$ cat src/rtl/dff_bist_pkg.sv
// Shared types and constants for the D flip-flop BIST driver.
package dff_bist_pkg;

  typedef enum logic [2:0] {
    IDLE,
    INIT,
    RUN,
    DRAIN,
    DONE
  } state_t;

  localparam logic [7:0]  LFSR_TAPS   = 8'hB8;
  localparam logic [15:0] NO_FAIL     = 16'hFFFF;
  localparam int unsigned INIT_CYCLES = 2;
  localparam int unsigned PIPE_DEPTH  = 2;

  localparam int unsigned IDX_W = 16;
  localparam int unsigned ERR_W = 8;
  localparam int unsigned CNT_W = 2;
  localparam logic [ERR_W-1:0] ERR_MAX = 8'hFF;

  // One in-flight check: expected flop value tagged with its vector index.
  typedef struct packed {
    logic             valid;
    logic             expected;
    logic [IDX_W-1:0] index;
  } check_t;

  // An all-zero Fibonacci LFSR would lock up, so zero is promoted to one.
  function automatic logic [7:0] safe_seed(input logic [7:0] seed);
    return (seed == 8'h00) ? 8'h01 : seed;
  endfunction

  function automatic logic lfsr_feedback(input logic [7:0] s);
    return ^(s & LFSR_TAPS);
  endfunction

endpackage

$ cat src/rtl/dff_bist_lfsr8.sv
// 8-bit Fibonacci LFSR (x^8+x^6+x^5+x^4+1), shift-left, with seed load.
module lfsr8
  import dff_bist_pkg::*;
(
  input  logic       clock,
  input  logic       reset,
  input  logic       load,
  input  logic [7:0] seed,
  input  logic       advance,
  output logic [7:0] state
);

  always_ff @(posedge clock) begin
    if (reset || load) begin
      state <= safe_seed(seed);
    end else if (advance) begin
      state <= {state[6:0], lfsr_feedback(state)};
    end
  end

endmodule

$ cat src/rtl/dff_bist.sv
// In-system BIST for a D flip-flop with active-low synchronous clear:
// LFSR-driven stimulus, delayed reference check, pass/fail summary.
module dff_bist
  import dff_bist_pkg::*;
#(
  parameter int unsigned N_VECTORS = 64,
  parameter logic [7:0]  LFSR_SEED = 8'hA5
) (
  input  logic             clock,
  input  logic             reset,
  input  logic             start,
  output logic             dut_data,
  output logic             dut_clear,
  input  logic             dut_q,
  input  logic             dut_qnot,
  output logic             busy,
  output logic             done,
  output logic             pass,
  output logic [ERR_W-1:0] error_count,
  output logic [IDX_W-1:0] first_fail_index
);

  localparam logic [IDX_W-1:0] N_VEC      = IDX_W'(N_VECTORS);
  localparam logic [CNT_W-1:0] INIT_LAST  = CNT_W'(INIT_CYCLES - 1);
  localparam logic [CNT_W-1:0] DRAIN_LAST = CNT_W'(PIPE_DEPTH - 1);

  state_t                      state;
  logic [CNT_W-1:0]            phase_cnt;
  logic [IDX_W-1:0]            idx;
  check_t [PIPE_DEPTH-1:0]     pipe;
  logic [7:0]                  lfsr_state;

  logic   lfsr_load_c;
  logic   drive_c;
  logic   vec_clear_c;
  logic   vec_data_c;
  logic   fail_c;
  logic   lfsr_unused_c;
  check_t new_check_c;
  check_t tail_c;

  lfsr8 u_lfsr (
    .clock   (clock),
    .reset   (reset),
    .load    (lfsr_load_c),
    .seed    (LFSR_SEED),
    .advance (drive_c),
    .state   (lfsr_state)
  );

  // Vector i is launched on the last INIT edge (i=0) or on RUN edges until all are out.
  always_comb begin
    lfsr_load_c   = 1'b0;
    drive_c       = 1'b0;
    vec_clear_c   = ~(&idx[2:0]);
    vec_data_c    = lfsr_state[0];
    lfsr_unused_c = ^lfsr_state[7:1];
    new_check_c   = '0;
    tail_c        = pipe[PIPE_DEPTH-1];
    fail_c        = 1'b0;

    if ((state == IDLE || state == DONE) && start) begin
      lfsr_load_c = 1'b1;
    end
    if (state == INIT && phase_cnt == INIT_LAST) begin
      drive_c = 1'b1;
    end
    if (state == RUN && idx != N_VEC) begin
      drive_c = 1'b1;
    end

    new_check_c.valid    = drive_c;
    new_check_c.expected = vec_clear_c & vec_data_c;
    new_check_c.index    = idx;

    // A vector counts once even when both Q and Qnot are wrong.
    fail_c = tail_c.valid &&
             ((dut_q != tail_c.expected) || (dut_qnot != ~tail_c.expected));
  end

  always_ff @(posedge clock) begin
    if (reset) begin
      state            <= IDLE;
      phase_cnt        <= '0;
      idx              <= '0;
      pipe             <= '0;
      dut_data         <= 1'b0;
      dut_clear        <= 1'b0;
      busy             <= 1'b0;
      done             <= 1'b0;
      pass             <= 1'b0;
      error_count      <= '0;
      first_fail_index <= NO_FAIL;
    end else begin
      pipe <= {pipe[PIPE_DEPTH-2:0], new_check_c};

      if (drive_c) begin
        dut_data  <= vec_data_c;
        dut_clear <= vec_clear_c;
        idx       <= idx + IDX_W'(1);
      end

      if (fail_c) begin
        if (error_count != ERR_MAX) begin
          error_count <= error_count + ERR_W'(1);
        end
        if (first_fail_index == NO_FAIL) begin
          first_fail_index <= tail_c.index;
        end
      end

      unique case (state)
        IDLE, DONE: begin
          if (start) begin
            state            <= INIT;
            phase_cnt        <= '0;
            idx              <= '0;
            dut_data         <= 1'b0;
            dut_clear        <= 1'b0;
            busy             <= 1'b1;
            done             <= 1'b0;
            pass             <= 1'b0;
            error_count      <= '0;
            first_fail_index <= NO_FAIL;
          end
        end
        INIT: begin
          if (phase_cnt == INIT_LAST) begin
            state     <= RUN;
            phase_cnt <= '0;
          end else begin
            phase_cnt <= phase_cnt + CNT_W'(1);
          end
        end
        RUN: begin
          if (idx == N_VEC) begin
            state     <= DRAIN;
            phase_cnt <= '0;
          end
        end
        DRAIN: begin
          // Outputs hold the last vector while its check leaves the delay line.
          if (phase_cnt == DRAIN_LAST) begin
            state <= DONE;
            busy  <= 1'b0;
            done  <= 1'b1;
            pass  <= (error_count == '0) && !fail_c;
          end else begin
            phase_cnt <= phase_cnt + CNT_W'(1);
          end
        end
        default: begin
          state <= IDLE;
          busy  <= 1'b0;
          done  <= 1'b0;
        end
      endcase
    end
  end

endmodule

$ cat config.mk
export PLATFORM = sky130hd
export DESIGN_NAME = dff_bist
export DESIGN_NICKNAME = d
export VERILOG_FILES = /design/src/rtl/dff_bist_pkg.sv /design/src/rtl/dff_bist_lfsr8.sv /design/src/rtl/dff_bist.sv
export SDC_FILE = /design/constraint.sdc
export NUM_CORES = 1
export LEC_CHECK = 0
export ABC_AREA = 1
export ABC_CLOCK_PERIOD_IN_PS = 2100
export CORE_AREA = 2 2 73 103
export CTS_BUF_LIST = sky130_fd_sc_hd__clkbuf_4
export CTS_CLUSTER_DIAMETER = 40
export DETAILED_ROUTE_END_ITERATION = 12
export DIE_AREA = 0 0 75 105
export PLACE_DENSITY = 0.78
export SYNTH_ARGS = -nofsm -noshare
export SYNTH_HDL_FRONTEND = slang
export SYNTH_HIERARCHICAL = 1
export SYNTH_SLANG_ARGS = --single-unit
$ cat constraint.sdc
create_clock -name clock -period 2.1 [get_ports clock]
set_input_delay 0.315 -clock clock [delete_from_list [all_inputs] [get_ports clock]]
set_output_delay 0.315 -clock clock [all_outputs]
set_load 0.02 [all_outputs]
run_1/clocks.png
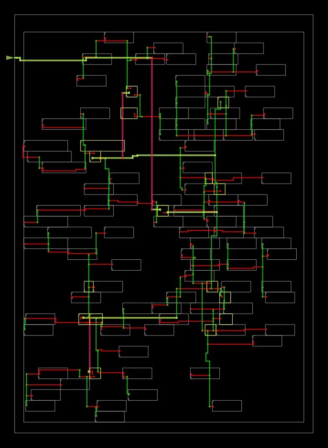
seq_cells: 94
clk pwr: 1.01 mW
clk_skew: 0.0121 ns
worst skew pair latency: 0.44 ns
Num CTS Buffers: 9

run_1/io_placement.png
Pins as bars across the die edge, other pins in gray.
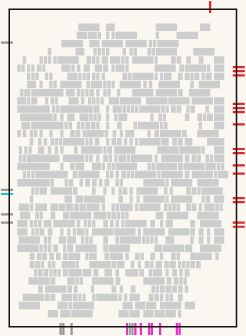
| color | port | pins | direction | edge |
|---|---|---|---|---|
| cyan | reset | 1 | input | left |
| red | first_fail_index | 16 | output | 15 right, 1 top |
| magenta | error_count | 8 | output | bottom |
all pins by edge: 15 right, 13 bottom, 5 left, 1 top
# port buffers: 33
Die W: 75 um
die height: 105 um

run_1/logic_types.png
The bar under the picture is 20 um long.
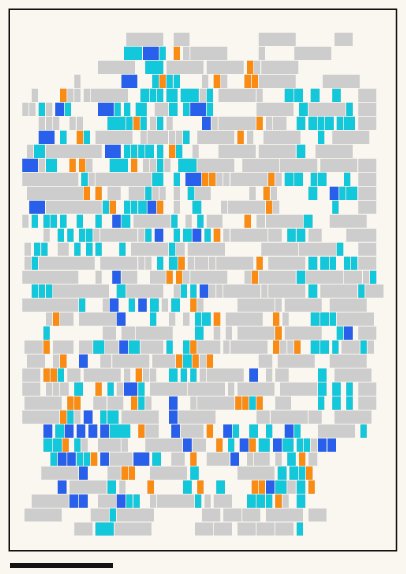
| color | family | cells |
|---|---|---|
| blue | aoi and oai cells | 53 |
| cyan | nand cells | 197 |
| orange | inv cells | 72 |
combinational fraction of the cell area: 0.383
Layout Cells excl Fill: 696

==> ci_impl_report.md, run 1 <==
### Flow metrics

| Metric | Value |
|---|---|
| Registers, synthesis | `~94` |
| Clock share of power | `0.240` |
| Fillers | `roughly 610` |
| Syn Area/Cell | `around 7.5 um2` |
| Timing-limited maximum frequency | `roughly 0.54 GHz` |
| Hold Vio Cnt, Final | `0` |
| Post-cts resize count | `0` |
| Sw power | `between 1 and 1.5 mW` |
| OpenROAD warnings | `29` |
| Clock-pin slew on the worst setup and hold paths | `around 0.15 ns` |
| Yosys cell count | `around 550` |
| Via count | `~3400` |
| Fin nets | `approximately 600` |
| CP Max Fanout | `5` |
| Cts hold-fix bufs | `0` |
| Max H-tree Level | `3` |
| Detailed Route WL | `7.75 mm` |
| First-pass GRT wire length | `13.4 mm` |
| Seq pwr share | `0.503` |
| Pint | `approximately 2.8 mW` |
| Synthesized area | `approximately 0.0041 mm2` |
| Yosys warning count | `6` |
| Switch share | `0.346` |
| Buf/Inv on CP | `1` |
| # rows | `36` |
| Buffers from clock root to sink, at most | `2` |
| Placed Area | `around 0.0046 mm2` |
| Crit path capture type | `output port` |
| YS chip area | `between 0.004 and 0.005 mm2` |
| CP delay by family, top | `buffers and inverters` |
| GRT Total Usage | `0.214` |
| Crit-path max cell delay | `roughly 0.64 ns` |
| Core ar. | `about 0.007 mm2` |
| Final instance area | `around 0.0047 mm2` |
| # diodes | `0` |
| Drc violations | `0` |
| Overflow after GRT | `0` |
| Fp_density | `0.595` |
| CTS tree | `yes` |
| RSZ-0062 raised after global routing | `false` |
| Yosys cell types | `30` |
| Total die size | `about 0.008 mm2` |
| Routed WL per cell | `between 10 and 15 um` |
| 1st-pass router iterations | `4` |
| Top-Level Pins | `34` |
| Largest net degree at the start of global routing | `33` |
| DP HPWL | `5.70 mm` |
| CP required | `~1.8 ns` |
| Initial DRC count | `between 200 and 250` |
| Slowest CP cell | `clkdlybuf4s50_1` |
| Post-Synthesis Cells | `between 500 and 600` |
| Sink Count | `94` |
| Status | `finished clean` |
| CP Cell Sequence | `clkdlybuf4s50_1` |
| Placer congestion estimate | `~0.94` |
| Initial antenna violation count | `0` |
| Hold Crit Class | `flop to flop` |
| VDD IR-drop max | `about 850 uV` |
| Max_cap viols | `0` |
| Combinational share of power | `0.257` |
| Final period utilization | `0.880` |
==> run 1: sequential cells by signal (all words and copies together) (netlist names), 2 cells and up <==
register	flops
phase_cnt	2
first_fail_index	16
state	3
idx	16
error_count	8
pipe	36
u_lfsr/state	8
==> run 1: tightest hold or removal path, cell delays in order, from the launching register on <==
cell and delay, ns:
dfxtp_1 0.32, inv_1 0.04, nor2_1 0.03
==> run 1: per-layer routing <==
metal	share of wire	GRT usage	vias up
met2	0.52	0.359	70
li1	-	-	1807
met3	0.034	0.0444	12
met1	0.43	0.251	1539
met5	0	0	-
met4	0.015	0.102	0
==> run 1: placed cells by master, fill, tap and decap left out, drive strengths merged <==
cell             n
a21boi           1
clkinv           1
conb            16
o21ai           21
nor3             5
nand3           67
nand4            8
nand2          122
dfxtp           86
ha               7
bufinv           1
o21a             1
buf             10
clkinvlp         1
nor2            89
inv             76
clkdlybuf4s50   33
clkbuf           9
edfxtp           8
or2              1
a21oi           31
xor2             7
==> run 1: worst paths after layout <==
kind                             start  slack, ns                        end  cells past startpoint
max          error_count[2]$_SDFF_PP0_       0.25             error_count[2]                      1
min                pipe[13]$_SDFF_PP0_       0.41        pipe[31]$_SDFF_PP0_                      2
max reg2reg          idx[0]$_SDFF_PP0_       0.33  u_lfsr/state[1]$_DFFE_PP_                      8
min reg2reg        pipe[13]$_SDFF_PP0_       0.41        pipe[31]$_SDFF_PP0_                      2
==> run 1: final cells by class <==
cell class	instances	area, um2	share of cell area
tap	95	119	0.0253
sequential	94	1960	0.417
timing repair buffer	43	405	0.0861
clock buffer	9	67.6	0.0144
clock inverter	7	77.6	0.0165
inverter	72	270	0.0574
multi-input combinational	376	1800	0.383
==> run 1: synthesized netlist by cell type, drive strengths merged <==
cell type,number,area [um2]
a21boi,1,7.51
a21oi,31,181
buf,12,92.6
clkbuf,6,22.5
conb,2,7.51
dfxtp,86,1720
edfxtp,8,240
ha,7,87.6
inv,72,270
nand2,122,478
nand3,67,370
nand4,8,50.1
nor2,89,342
nor3,5,36.3
o21a,1,7.51
o21ai,21,116
or2,1,6.26
xor2,7,61.3
==> run 1: power groups by stage <==
stage               registers, mW  logic [mW]  clock network (mW)
global route                 2.15        1.22                1.12
floorplan                    2.19       0.765                   0
CTS                          2.13        1.08                1.03
finish                       2.12        1.09                1.01
global placement             2.16        1.05                   0
detailed placement           2.17        1.08                   0
==> run 1: kinds of logic after synthesis <==
group | Yosys count | share of synthesized area
DFF | 94 | 0.479
buffers and inverters | 90 | 0.0940
and+or+nand+nor | 292 | 0.313
AOI/OAI and AO/OA | 54 | 0.0763
adders and majority gates | 7 | 0.0214
xor gates and xnor gates | 7 | 0.0150
other | 2 | 0.00183
==> run 1: stage by stage <==
stage          hold WS, ns  setup slack (ns)  power (mW)  instances  utilization
2_1_floorplan        0.388             0.419        2.96        560            -
3_3_place_gp         0.389             0.273        3.20        680        0.662
3_5_place_dp         0.392             0.240        3.24        680        0.662
4_1_cts              0.399             0.250        4.24        696        0.683
5_1_grt              0.400             0.181        4.49        696        0.683
6_report             0.406             0.252        4.22        696        0.683
==> inputs of run 2 (changes only) <==
--- a/config.mk
+++ b/config.mk
@@ -17,3 +17,4 @@
 export SYNTH_HDL_FRONTEND = slang
 export SYNTH_HIERARCHICAL = 1
 export SYNTH_SLANG_ARGS = --single-unit
+export TNS_END_PERCENT = 5
==> constraint.sdc (replaced) <==
create_clock -name clock -period 2.1 [get_ports clock]
set_input_delay 0.42 -clock clock [delete_from_list [all_inputs] [get_ports clock]]
set_output_delay 0.42 -clock clock [all_outputs]
set_load 0.02 [all_outputs]
==> run 2 against run 1 <==
Against the previous run: power grew 4.4%; combinational power is essentially flat; clock-buffer cell count is the same; setup slack lost 0.10 ns; largest cell class unchanged; die area is the same; cell count is the same; clock skew is essentially flat; flip-flop count is the same; synthesized cell count is the same; global-route usage grew 0.64 points; register-to-register slack lost 0.02 ns; via count grew 0.85%; highest routed layer unchanged.
==> ci_impl_report.md, run 2 <==
### Flow metrics

| Metric | Value |
|---|---|
| Synth top cells by count | `nand2_1 (116), nor2_1 (88), dfxtp_1 (86)` |
| Yosys cell count | `546 (unchanged)` |
| Total die size | `0.00788 mm2 (unchanged)` |
| Syn Area/Cell | `7.51 um2 (unchanged)` |
| Asr flop ratio synth | `0 (unchanged)` |
| CP Max Fanout | `6 (+1)` |
| CP required | `1.68 ns (-0.10 ns)` |
| Fillers | `586 (-4.6%)` |
| Status | `finished clean` |
| Overflow after GRT | `0 (unchanged)` |
| Registers, synthesis | `94 (unchanged)` |
| Ys flop type | `dfxtp_1` |
| Crit-path max cell delay | `0.64 ns (about the same)` |
| Top-area cell share | `0.420 (unchanged)` |
| CP Cell Sequence | `clkdlybuf4s50_1` |
| DP HPWL | `5.66 mm (-0.64%)` |
| Final period utilization | `0.928 (+0.0481)` |
| Die W | `75 um (unchanged)` |
| Buffers from clock root to sink, at most | `2 (unchanged)` |
| YS chip area | `0.00410 mm2 (unchanged)` |
| Top cells by area | `dfxtp_1 (42%), nand2_1 (11%), nor2_1 (8.1%)` |
| Post-synth top area cell | `dfxtp_1` |
| Reg2reg start | `idx[0]$_SDFF_PP0_` |
| Routed WL per cell | `11.1 um (+0.10%)` |
| Fp_density | `0.595 (unchanged)` |
| Drc violations | `0 (unchanged)` |
| Min-delay src | `pipe[13]$_SDFF_PP0_` |
| OpenROAD warnings | `29 (unchanged)` |
| Detailed Route WL | `7.76 mm (+0.10%)` |
| Hold Vio Cnt, Final | `0 (unchanged)` |
| Buf/Inv on CP | `1 (unchanged)` |
| Largest net degree at the start of global routing | `33 (unchanged)` |
| Post-cts resize count | `0 (unchanged)` |
| Die height | `105 um (unchanged)` |
| Max_cap viols | `0 (unchanged)` |
| Timing-limited maximum frequency | `0.513 GHz (-5.2%)` |
| Core ar. | `0.00689 mm2 (unchanged)` |
| # diodes | `0 (unchanged)` |
| CP delay by family, top | `buffers and inverters` |
| Placed Area | `0.00456 mm2 (unchanged)` |
| Reg with most FFs | `pipe` |
| Dpl cells | `680 (unchanged)` |
| Layout Cells excl Fill | `696 (unchanged)` |
| Post-synth EDFFs | `8 (unchanged)` |
| 1st-pass router iterations | `6 (+2)` |
| Hold Crit Class | `flop to flop` |
| Yosys cell types | `30 (unchanged)` |
| Final hold slack | `0.409 ns (+0.00262 ns)` |
| Slowest CP cell | `clkdlybuf4s50_1` |
| Most numerous cell in the Yosys netlist | `nand2_1` |
| Fin nets | `608 (unchanged)` |
| Worst skew pair latency | `0.44 ns (about the same)` |
| Max H-tree Level | `3 (unchanged)` |
| Dominant logic cell type in the layout | `nand2_1` |
| Placer congestion estimate | `0.959 (+2.0%)` |
| Worst Setup SP | `error_count[7]$_SDFF_PP0_` |
run 2: cell counts after synthesis:
Identical to the previous run, type by type.
run 2: path summary, 6_finish.rpt:
path,depth (start not counted),endpoint
hold reg to reg,2,pipe[31]$_SDFF_PP0_
setup / recovery,1,error_count[7]
hold / removal,2,pipe[31]$_SDFF_PP0_
setup reg to reg,8,u_lfsr/state[5]$_DFFE_PP_
run 2: logic make-up after synthesis:
kind of cell / share of synthesized area
buf+inv: 0.0940
compound gates: 0.0763
fa+ha+maj: 0.0214
other cells: 0.00183
simple gates: 0.313
flops: 0.479
xor+xnor: 0.0150
run 2: report_power, final:
part	internal [mW]	switching (mW)	total [mW]
registers	2.01	0.117	2.13
clock network	0.607	0.603	1.21
logic	0.374	0.700	1.07
run 2: area by class of cell:
cell class | instances | area, um2 | area share
Timing Repair Buffer | 43 | 405 | 0.0854
Multi-Input combinational cell | 376 | 1800 | 0.380
Clock inverter | 7 | 119 | 0.0250
Clock buffer | 9 | 67.6 | 0.0142
Sequential cell | 94 | 1960 | 0.413
Tap cell | 95 | 119 | 0.0250
Inverter | 72 | 270 | 0.0569
run 2: per-stage QoR:
step,setup slack [ns],power [mW],util
5_1_grt,0.0685,4.69,0.689
3_5_place_dp,0.111,3.24,0.662
6_report,0.151,4.41,0.689
4_1_cts,0.125,4.44,0.689
2_1_floorplan,0.419,2.96,-
3_3_place_gp,0.171,3.20,0.662
run 2: metal layers:
metal | GRT usage | routed length (um)
met4 | 0.0804 | 127
met1 | 0.256 | 3200
met5 | 0 | 0
met2 | 0.382 | 4080
met3 | 0.0511 | 348
run_2/clocks.png
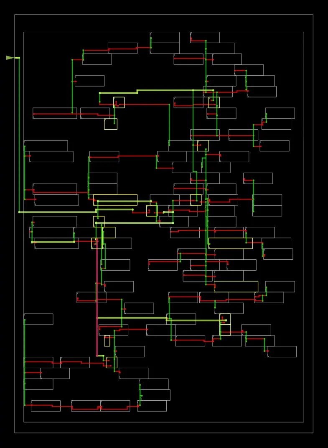
clkbuf count: 9
clk_skew: 0.0119 ns
Sink Count: 94
clk pwr: 1.21 mW

==> inputs of run 3 (changes only) <==
--- a/config.mk
+++ b/config.mk
@@ -10,6 +10,7 @@
 export CORE_AREA = 2 2 73 103
 export CTS_BUF_LIST = sky130_fd_sc_hd__clkbuf_4
 export CTS_CLUSTER_DIAMETER = 40
+export CTS_CLUSTER_SIZE = 28
 export DETAILED_ROUTE_END_ITERATION = 12
 export DIE_AREA = 0 0 75 105
 export PLACE_DENSITY = 0.78
==> run 3 against run 2 <==
Against the previous run: critical path type unchanged; sequential power barely moved; setup slack did not move; highest routed layer unchanged; sequential share of layout area stayed put.
==> ci_impl_report.md, run 3 <==
### Flow metrics

| Metric | Value |
|---|---|
| OpenROAD warnings | `29 (unchanged)` |
| Fillers | `586 (unchanged)` |
| Placer congestion estimate | `0.959 (unchanged)` |
| Registers, synthesis | `94 (unchanged)` |
| Top cells by area | `dfxtp_1 (42%), nand2_1 (11%), nor2_1 (8.1%)` |
| Top-area cell share | `0.420 (unchanged)` |
| Largest net degree at the start of global routing | `33 (unchanged)` |
| Drc violations | `0 (unchanged)` |
| Largest register FFs | `36` |
| Worst Hold End | `pipe[31]$_SDFF_PP0_` |
| Reg2reg start | `idx[0]$_SDFF_PP0_` |
| Post-synth top area cell | `dfxtp_1` |
| YS chip area | `0.00410 mm2 (unchanged)` |
| Worst Reg-to-Reg Cells | `8 (unchanged)` |
| Yosys cell count | `546 (unchanged)` |
| Slowest CP cell | `clkdlybuf4s50_1` |
| R2R Path End | `u_lfsr/state[5]$_DFFE_PP_` |
| Synth top cells by count | `nand2_1 (116), nor2_1 (88), dfxtp_1 (86)` |
| # rows | `36` |
| Die W | `75 um (unchanged)` |
| Reg with most FFs | `pipe` |
| 1st-pass router iterations | `6 (unchanged)` |
| Min-delay src | `pipe[13]$_SDFF_PP0_` |
| Worst skew pair latency | `0.44 ns (about the same)` |
| Fin nets | `608 (unchanged)` |
| Total die size | `0.00788 mm2 (unchanged)` |
| Worst hold stages | `2 (unchanged)` |
| Final period utilization | `0.928 (unchanged)` |
| Buffers from clock root to sink, at most | `2 (unchanged)` |
| Most numerous cell in the Yosys netlist | `nand2_1` |
| Ys flop type | `dfxtp_1` |
| Setup tns final | `0 ns` |
| Timing-limited maximum frequency | `0.513 GHz (unchanged)` |
| Hold Crit Class | `flop to flop` |
| Final hold slack | `0.409 ns (unchanged)` |
| Status | `finished clean` |
| Die height | `105 um (unchanged)` |
| Placement Setup Slack | `0.111 ns (unchanged)` |
| Max_cap viols | `0 (unchanged)` |
| Placed Area | `0.00456 mm2 (unchanged)` |
| Pwr dens | `929 mW/mm2` |
| CP required | `1.68 ns (about the same)` |
| Fp_density | `0.595 (unchanged)` |
| Post-synth EDFFs | `8 (unchanged)` |
| Core ar. | `0.00689 mm2 (unchanged)` |
| Post-cts resize count | `0 (unchanged)` |
| Asr flop ratio synth | `0 (unchanged)` |
| Routed WL per cell | `11.1 um (unchanged)` |
| CP Cell Sequence | `clkdlybuf4s50_1` |
| Max H-tree Level | `3 (unchanged)` |
| Dominant logic cell type in the layout | `nand2_1` |
| Crit-path max cell delay | `0.64 ns (about the same)` |
| Clk_skew | `0.0119 ns (unchanged)` |
| Yosys cell types | `30 (unchanged)` |
| Sink Count | `94 (unchanged)` |
| CP delay by family, top | `buffers and inverters` |
| # diodes | `0 (unchanged)` |
| DP HPWL | `5.66 mm (unchanged)` |
| Buf/Inv on CP | `1 (unchanged)` |
| CP Max Fanout | `6 (unchanged)` |
| Syn Area/Cell | `7.51 um2 (unchanged)` |
| Overflow after GRT | `0 (unchanged)` |
| Hold Vio Cnt, Final | `0 (unchanged)` |
[run 3: cell counts after synthesis]
No cell type changed its count.
[run 3: where the power goes]
part | switching (mW) | total (mW) | internal, mW
clock network | 0.603 | 1.21 | 0.607
logic | 0.700 | 1.07 | 0.374
registers | 0.117 | 2.13 | 2.01
[run 3: layout make-up]
type                    count  area, um2  share of cell area
flip-flops and latches     94       1960               0.413
multi-input cells         376       1800               0.380
repair buffers             43        405              0.0854
inverters                  72        270              0.0569
clock inverters             7        119              0.0250
well taps                  95        119              0.0250
clock buffers               9       67.6              0.0142
[run 3: through the flow]
stage,power (mW),cells,utilization
finish,4.41,696,0.689
global route,4.69,696,0.689
CTS,4.44,696,0.689
detailed placement,3.24,680,0.662
global placement,3.20,680,0.662
floorplan,2.96,560,-
[run 3: how the worst max path moves through the flow]
stage                               from                              end  slack [ns]  cells past startpoint
2_1_floorplan          idx[0]$_SDFF_PP0_        u_lfsr/state[0]$_DFFE_PP_        0.42                      9
3_3_place_gp                       start        u_lfsr/state[6]$_DFFE_PP_        0.17                      6
3_5_place_dp                    dut_qnot  first_fail_index[11]$_SDFF_PP1_        0.11                      8
4_1_cts        error_count[7]$_SDFF_PP0_                   error_count[7]        0.13                      1
5_1_grt        error_count[7]$_SDFF_PP0_                   error_count[7]        0.07                      1
6_report       error_count[7]$_SDFF_PP0_                   error_count[7]        0.15                      1
[run 3: cells by family (layout without fill, tap and decap cells)]
group	Yosys count	count (layout)	share of synthesized area
xor gates and xnor gates	7	7	0.0150
and+or+nand+nor	292	292	0.313
buffers and inverters	90	131	0.0940
adders and majority gates	7	7	0.0214
DFF	94	94	0.479
AOI/OAI and AO/OA	54	54	0.0763
other	2	16	0.00183
[run 3: metal layers]
metal / GRT usage / up-vias / wire (um) / share of wire
li1: - / 1802 / - / -
met1: 0.256 / 1545 / 3200 / 0.41
met2: 0.382 / 93 / 4080 / 0.53
met3: 0.0511 / 17 / 348 / 0.045
met4: 0.0804 / 0 / 127 / 0.016
met5: 0 / - / 0 / 0
run_3/wires.png
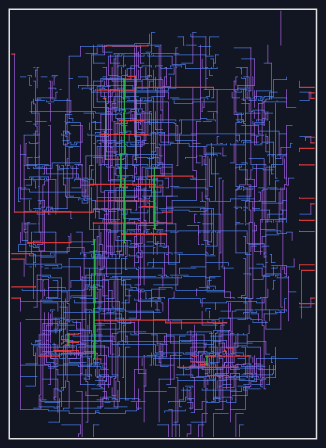
| color | layer | wire length |
|---|---|---|
| green | metal 4 | 127 um |
| blue | metal 1 | 3200 um |
| red | metal 3 | 348 um |
| purple | metal 2 | 4080 um |
GRT Total Usage: 0.220
Detailed Route WL: 7.76 mm


==> notes/layouts.md <==
Pictures saved along the way, in no particular order.

Where the registers sit.
image #1
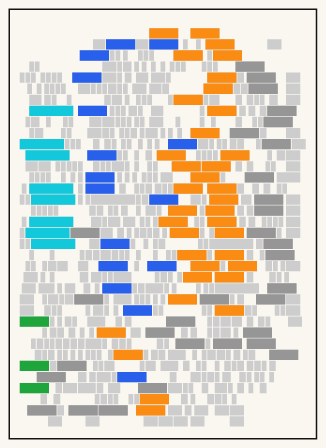
image #2
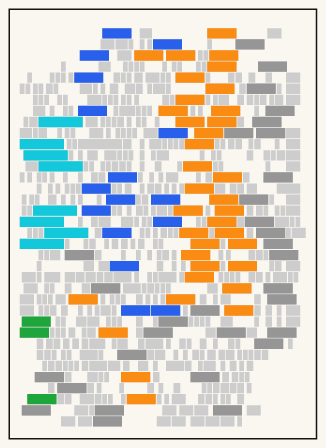
image #1: run 2
image #2: run 1

Key to image #1:
| color | netlist name | flops |
|---|---|---|
| blue | idx | 16 |
| cyan | u_lfsr/state | 8 |
| green | state | 3 |
| orange | pipe | 36 |
not colored: 31

Power is estimated from default activity; no workload was simulated.
